==> images/sizes.png <==
(8 px per micron)
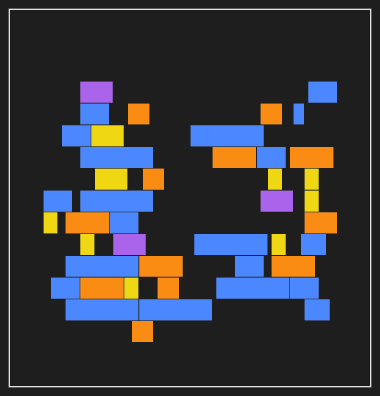
==> images/detail.png <==
Window x 0 to 25, y 22 to 47 microns. Cells in gray, sequential cells in the stronger gray; small squares are vias.
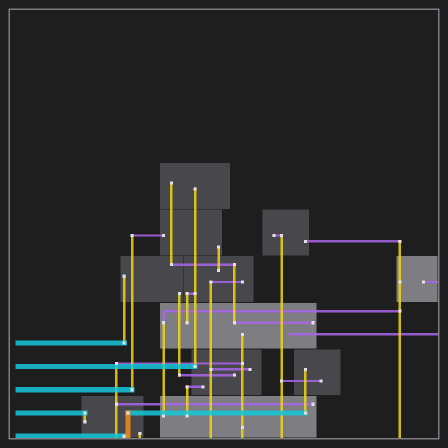
==> images/placement_by_type.png <==
(8 px per micron)
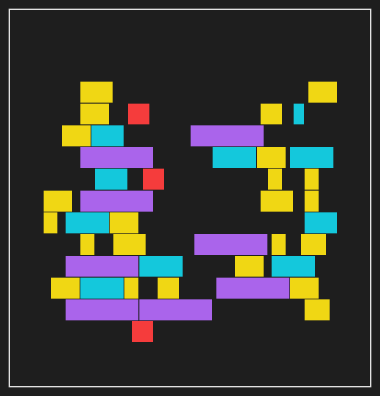
[src/rtl/pokey_pkg.sv]
// pokey_pkg: shared SKCTL bit indices, reset value and serial clock mode encoding
package pokey_pkg;

    localparam int SK_DEBOUNCE   = 0;
    localparam int SK_SCAN       = 1;
    localparam int SK_FASTPOT    = 2;
    localparam int SK_TWOTONE    = 3;
    localparam int SK_SERMODE_LO = 4;
    localparam int SK_SERMODE_HI = 6;
    localparam int SK_BREAK      = 7;

    localparam logic [7:0] SKCTL_RESET = 8'h00;

    typedef enum logic [2:0] {
        SER_MODE_0 = 3'd0,
        SER_MODE_1 = 3'd1,
        SER_MODE_2 = 3'd2,
        SER_MODE_3 = 3'd3,
        SER_MODE_4 = 3'd4,
        SER_MODE_5 = 3'd5,
        SER_MODE_6 = 3'd6,
        SER_MODE_7 = 3'd7
    } ser_mode_t;

endpackage

[src/rtl/skctls_reg.sv]
// skctls_reg: POKEY SKCTL write register with init-state decode; SKCTLS_DECODE_EN adds per-field outputs
module skctls_reg
    import pokey_pkg::*;
#(
    parameter logic [7:0] RESET_VAL = SKCTL_RESET
) (
    input  logic       clk,
    input  logic       rst_n,
    input  logic       enn,
    input  logic       wren,
    input  logic [7:0] d,
    output logic [7:0] skctls,
`ifdef SKCTLS_DECODE_EN
    output logic       kbd_debounce,
    output logic       kbd_scan,
    output logic       fast_pot,
    output logic       two_tone,
    output logic [2:0] ser_mode,
    output logic       force_break,
`endif
    output logic       init
);

    logic [7:0] r_skctls;
    logic       w_load;

    assign w_load = enn & wren;

    // Load the CPU byte only on the phi2 negative-edge strobe; reset wins over any write
    always_ff @(posedge clk or negedge rst_n) begin
        if (!rst_n) r_skctls <= RESET_VAL;
        else if (w_load) r_skctls <= d;
    end

    assign skctls = r_skctls;
    assign init   = ~(r_skctls[SK_SCAN] | r_skctls[SK_DEBOUNCE]);

`ifdef SKCTLS_DECODE_EN
    assign kbd_debounce = r_skctls[SK_DEBOUNCE];
    assign kbd_scan     = r_skctls[SK_SCAN];
    assign fast_pot     = r_skctls[SK_FASTPOT];
    assign two_tone     = r_skctls[SK_TWOTONE];
    assign ser_mode     = r_skctls[SK_SERMODE_HI:SK_SERMODE_LO];
    assign force_break  = r_skctls[SK_BREAK];
`endif

endmodule

[config.mk]
export PLATFORM = sky130hd
export DESIGN_NAME = skctls_reg
export DESIGN_NICKNAME = d
export VERILOG_FILES = /design/src/rtl/pokey_pkg.sv /design/src/rtl/skctls_reg.sv
export SDC_FILE = /design/constraint.sdc
export NUM_CORES = 1
export LEC_CHECK = 0
export CAP_MARGIN = 15
export CORE_AREA = 4 4 41 43
export CTS_CLUSTER_DIAMETER = 200
export DETAILED_ROUTE_END_ITERATION = 16
export DIE_AREA = 0 0 45 47
export GPL_TIMING_DRIVEN = 0
export HOLD_SLACK_MARGIN = 0.15
export SLEW_MARGIN = 30
export SYNTH_ARGS = -nofsm -noshare
export SYNTH_HDL_FRONTEND = slang
export SYNTH_SLANG_ARGS = --single-unit
[constraint.sdc]
create_clock -name clk -period 0.85 [get_ports clk]
set_clock_uncertainty 0.15 [all_clocks]
set_input_delay 0.1275 -clock clk [delete_from_list [all_inputs] [get_ports clk]]
set_output_delay 0.1275 -clock clk [all_outputs]
set_load 0.01 [all_outputs]
==> flow_metrics.env <==
# implementation run metrics
export IMPL_hold_slack_ps=-1.65
export IMPL_hold_viol_final=4
export IMPL_grt_antenna_before_repair=0
export IMPL_synthCells=18
export IMPL_synth_flops=8
export IMPL_m1WireLength_microns=319
export IMPL_r2r_start="skctls[1]"
export IMPL_wl_met3_microns=134
export IMPL_reg2reg_slack_ps=-180
export IMPL_syn_area_sq_um=300
export IMPL_portBuffers=20
export IMPL_rsz0062_at_grt="true"
export IMPL_ys_warn_count=0
export IMPL_largest_class="sequential cells"
export IMPL_syn_nets=30
export IMPL_status="complete, but fails checks"
export IMPL_seqCellArea_sq_um=200
export IMPL_setup_viol=17
export IMPL_grt_usage_pct=9.16
export IMPL_die_w_microns=45
export IMPL_setup_ws_ps=-305
export IMPL_failed_checks="negative hold slack, negative setup slack"
export IMPL_vias=259
export IMPL_dr_pass1_iters=3
export IMPL_placeableCoreArea_sq_um=1300
-- sizes.png (at the start) --
Key: orange = _3 and _4 cells [cells 12, share 27%]; yellow = _2 cells [cells 9, share 20%]; blue = _0 and _1 cells [cells 20, share 45%]; purple = _6 and larger [cells 3, share 6.8%]
post-route cell area: 561 sq um
worst setup margin: -305 ps

-- detail.png (at the start) --
Key: yellow = metal 2; cyan = metal 3; purple = metal 1; orange = metal 4
10 logic cells have their middle in the window. Most frequent: clkdlybuf4s50_1 (3). Sequential cells in the window: 2. Netlist names of flops here include `skctls` (2).

-- placement_by_type.png (at the start) --
Key: cyan = combinational and other logic [cells 10]; purple = sequential cells [cells 8]; yellow = remaining buffers and delay cells [cells 23]; red = clock drivers [cells 3]

